$ cat config.mk
export PLATFORM = sky130hd
export DESIGN_NAME = cordic_iter_ctrl
export DESIGN_NICKNAME = d
export VERILOG_FILES = /design/src/rtl/cordic_iter_ctrl.sv
export SDC_FILE = /design/constraint.sdc
export NUM_CORES = 1
export LEC_CHECK = 0
export CORE_MARGIN = 2
export CORE_UTILIZATION = 46
export CTS_CLUSTER_SIZE = 20
export DETAILED_ROUTE_END_ITERATION = 10
export GPL_TIMING_DRIVEN = 0
export HOLD_SLACK_MARGIN = 0.08
export PLACE_DENSITY = 0.77
export SLEW_MARGIN = 20
export SYNTH_ARGS = -nofsm -noshare
export SYNTH_HDL_FRONTEND = slang
export SYNTH_SLANG_ARGS = --single-unit
export TNS_END_PERCENT = 50
$ cat constraint.sdc
create_clock -name clk -period 7.8 [get_ports clk]
set_clock_uncertainty 0.1 [all_clocks]
set_input_delay 0.78 -clock clk [delete_from_list [all_inputs] [get_ports clk]]
set_output_delay 0.78 -clock clk [all_outputs]
set_load 0.01 [all_outputs]
$ cat src/rtl/cordic_iter_ctrl.sv
// cordic_iter_ctrl: iterative rotation-mode CORDIC engine with atan ROM sequencing.
// Optional gain compensation under CORDIC_GAIN_COMP_EN. Rev 1.0
`default_nettype none

module cordic_iter_ctrl #(
  parameter int DW   = 16,
  parameter int AW   = 4,
  parameter int ITER = 16
) (
  input  logic          clk,
  input  logic          rst_n,
  input  logic          in_valid,
  output logic          in_ready,
  input  logic [DW-1:0] x_in,
  input  logic [DW-1:0] y_in,
  input  logic [DW-1:0] z_in,
  output logic          out_valid,
  input  logic          out_ready,
  output logic [DW+1:0] x_out,
  output logic [DW+1:0] y_out,
  output logic [DW-1:0] z_out,
  output logic          busy,
  output logic [AW-1:0] atan_addr,
  input  logic [DW-1:0] atan_val
);

  localparam logic [1:0] S_IDLE = 2'd0;
  localparam logic [1:0] S_ITER = 2'd1;
  localparam logic [1:0] S_DONE = 2'd3;
`ifdef CORDIC_GAIN_COMP_EN
  localparam logic [1:0] S_SCALE = 2'd2;
  localparam logic signed [DW-1:0] GAIN_K = DW'(16'h26DD);
`endif
  localparam logic [AW:0] LAST_CNT = (AW+1)'(ITER - 1);

  logic [1:0]           state;
  logic [AW:0]          cnt;
  logic signed [DW+1:0] x_r;
  logic signed [DW+1:0] y_r;
  logic signed [DW-1:0] z_r;

  logic                 dir_pos;
  logic signed [DW+1:0] x_sh;
  logic signed [DW+1:0] y_sh;

  // z == 0 rotates in the positive direction
  assign dir_pos = ~z_r[DW-1];
  assign x_sh    = x_r >>> cnt[AW-1:0];
  assign y_sh    = y_r >>> cnt[AW-1:0];

`ifdef CORDIC_GAIN_COMP_EN
  logic signed [2*DW+1:0] x_prod;
  logic signed [2*DW+1:0] y_prod;
  assign x_prod = x_r * GAIN_K;
  assign y_prod = y_r * GAIN_K;
`endif

  always_ff @(posedge clk) begin
    if (!rst_n) begin
      state <= S_IDLE;
      cnt   <= '0;
      x_r   <= '0;
      y_r   <= '0;
      z_r   <= '0;
    end else begin
      case (state)
        S_IDLE: begin
          if (in_valid) begin
            x_r   <= {{2{x_in[DW-1]}}, x_in};
            y_r   <= {{2{y_in[DW-1]}}, y_in};
            z_r   <= z_in;
            cnt   <= '0;
            state <= S_ITER;
          end
        end
        S_ITER: begin
          x_r <= dir_pos ? (x_r - y_sh) : (x_r + y_sh);
          y_r <= dir_pos ? (y_r + x_sh) : (y_r - x_sh);
          z_r <= dir_pos ? (z_r - atan_val) : (z_r + atan_val);
          cnt <= cnt + 1'b1;
          if (cnt == LAST_CNT) begin
`ifdef CORDIC_GAIN_COMP_EN
            state <= S_SCALE;
`else
            state <= S_DONE;
`endif
          end
        end
`ifdef CORDIC_GAIN_COMP_EN
        S_SCALE: begin
          x_r   <= (DW+2)'(x_prod >>> 14);
          y_r   <= (DW+2)'(y_prod >>> 14);
          state <= S_DONE;
        end
`endif
        S_DONE: begin
          if (out_ready) state <= S_IDLE;
        end
        default: state <= S_IDLE;
      endcase
    end
  end

  // All outputs are held quiet while reset is asserted, even before the edge
  assign in_ready  = rst_n && (state == S_IDLE);
  assign out_valid = rst_n && (state == S_DONE);
  assign busy      = rst_n && (state != S_IDLE);
  assign atan_addr = (rst_n && (state == S_ITER)) ? cnt[AW-1:0] : '0;
  assign x_out     = rst_n ? x_r : '0;
  assign y_out     = rst_n ? y_r : '0;
  assign z_out     = rst_n ? z_r : '0;

endmodule

`default_nettype wire

Fig. 1: signal wires on met1
Bar = 50 um. Supply wires on this layer in gray.
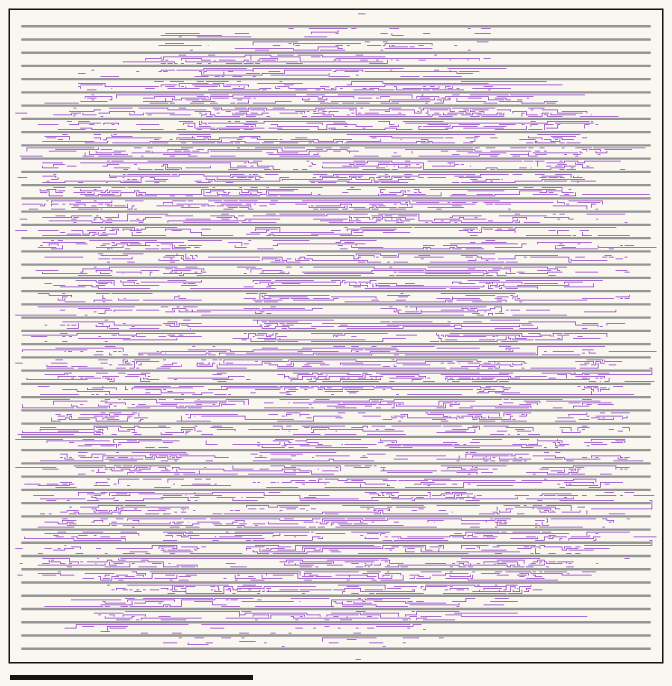
The wires run mostly horizontal. 1165 nets have wire on it. The layer carries 12600 um of wire. The layer holds 41% of the routed length. The longest straight run is 54.7 um.

Fig. 2: the metal 2 layer
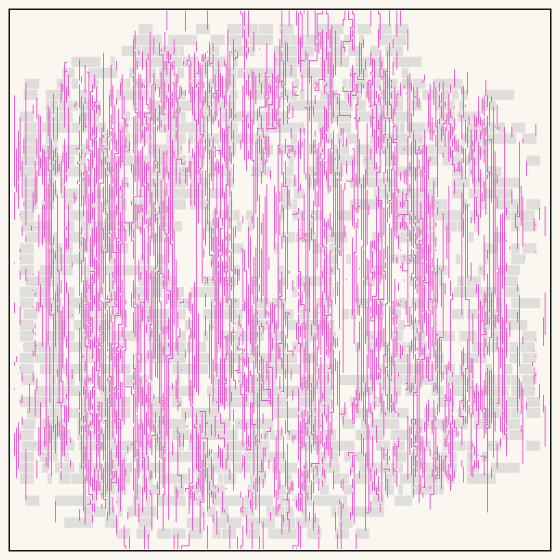
The longest straight run is 86.9 um. The wires run mostly vertical. The layer holds 45% of the routed length.

Fig. 3: the metal 3 layer
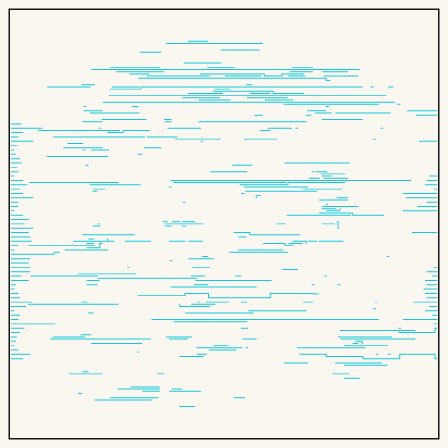
The wires run mostly horizontal. The layer holds 9.2% of the routed length.

Fig. 4: metal 4
Bar = 50 um. Supply wires on this layer in gray.
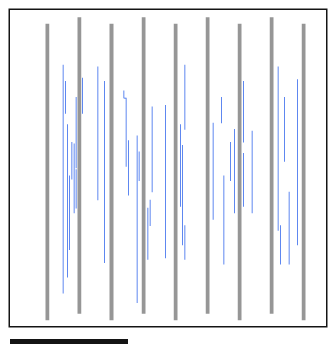
The layer holds 4.2% of the routed length. The layer carries 1270 um of wire. The longest straight run is 96.6 um. The wires run mostly vertical.

[cell type report]
class / count / share of cell area, %
clock inverters: 5 / 0.392
inverters: 31 / 1.21
well taps: 220 / 2.87
clock buffers: 11 / 2.64
multi-input cells: 855 / 64.5
repair buffers: 125 / 13.1
flip-flops and latches: 59 / 12.3
plain buffers: 64 / 2.94
[routing by layer]
| layer | vias to the layer above | GRT usage (%) |
|---|---|---|
| li1 | 3996 | - |
| met1 | 4120 | 42.7 |
| met2 | 485 | 55.1 |
| met3 | 79 | 6.16 |
| met4 | 0 | 14.8 |
| met5 | - | 0 |
[flip-flops by register name, summed over array words and instances (netlist names)]
name	count
y_r	18
z_r	16
state	2
cnt	5
x_r	18
[cell usage in the layout (no fill, tap or decap), types with 4 or more instances in the layout]
cell and count:
nand2b_1 4, o31ai_1 6, mux2i_1 25, clkbuf_16 9, nor2b_1 8, a31oi_1 16
nand3_1 15, nor2_1 100, nand2_1 98, inv_1 27, dfxtp_1 59, a311oi_1 13
a21boi_0 5, nor3_1 21, o211ai_1 12, clkdlybuf4s50_1 125, a21o_1 12, a2bb2oi_1 5
and3_1 17, a22oi_1 6, o21bai_1 5, nor3b_1 5, and2_1 54, mux4_2 12
o22ai_1 4, o221a_2 6, buf_1 11, o21ai_0 72, mux2_2 11, xnor2_1 45
a21oi_1 91, mux4_1 19, or3_1 9, o21a_1 7, xor2_1 37, a211oi_1 13
ha_1 54, clkbuf_1 49
[power by group]
| part | switching [mW] | internal, mW |
|---|---|---|
| clock | 0.168 | 0.233 |
| combinational | 0.812 | 0.677 |
| sequential | 0.0816 | 0.347 |
| total | 1.06 | 1.26 |
==> job_summary.md <==
### Yosys + OpenROAD results

| Metric | Value |
|---|---|
| Status | completed |
| Latency at later pin | 0.35 ns |
| Cell area leaders | dfxtp_1, ha_1, mux4_1 |
| Critical Path RT | 7.91 ns |
| Flop-to-flop setup slack | 1.17 ns |
| CORE AREA | 16500 um2 |
| Fa+ha+maj area frac | 9.48% |
| Total power | 2.32 mW |
| Register share after synthesis | 15.2% |
| Pre-antenna DRT Iters | 5 |
| WHS Path Cells | 2 |
| Top cell area share | 15.2% |
| Total global-route track usage | 33.4% |
| Worst VDD drop | 0.000115 V |
| Slew Viols, Final | 0 |
| CTS hold repair buffers | 0 |
| Endpoints failing setup | 0 |
| Worst r2r dst | y_r[17] |
| Hold Path Class | register to register |
| Largest stage delay, worst path | 0.75 ns |
| Yosys chip area | 7760 um2 |
| YS warnings | 0 |
| CP bufs+invs | 4 |
| Hold EP | z_r[2] |
| Comb area | 6180 um2 |
| Total CTS buffers | 9 |
| Hold wc startpoint | z_r[2] |
| Root Buffer | clkbuf_16 |
| Fmax | 151 MHz |
| #FFs+latches synth | 59 |
| Non-filler instance count after layout | 1370 |
| Mapped Cells | 1009 |
| RSZ-0062 raised after global routing | no |
| CP Class | register to register |
| DR iter-0 viols | 801 |
| Post-CTS Setup Bufs | 0 |
| # DRC | 0 |
| PostCTS Resize Cnt | 0 |
| Clock edge transition at the registers on the reported setup and hold paths | 0.06 ns |
| Xor+xnor area frac | 9.25% |
| Largest net degree at the start of global routing | 12 |
| Sink Count | 59 |
| Clk buf depth | 2 |
| Max-cap violations | 0 |
Power and IR drop assume default switching activity.
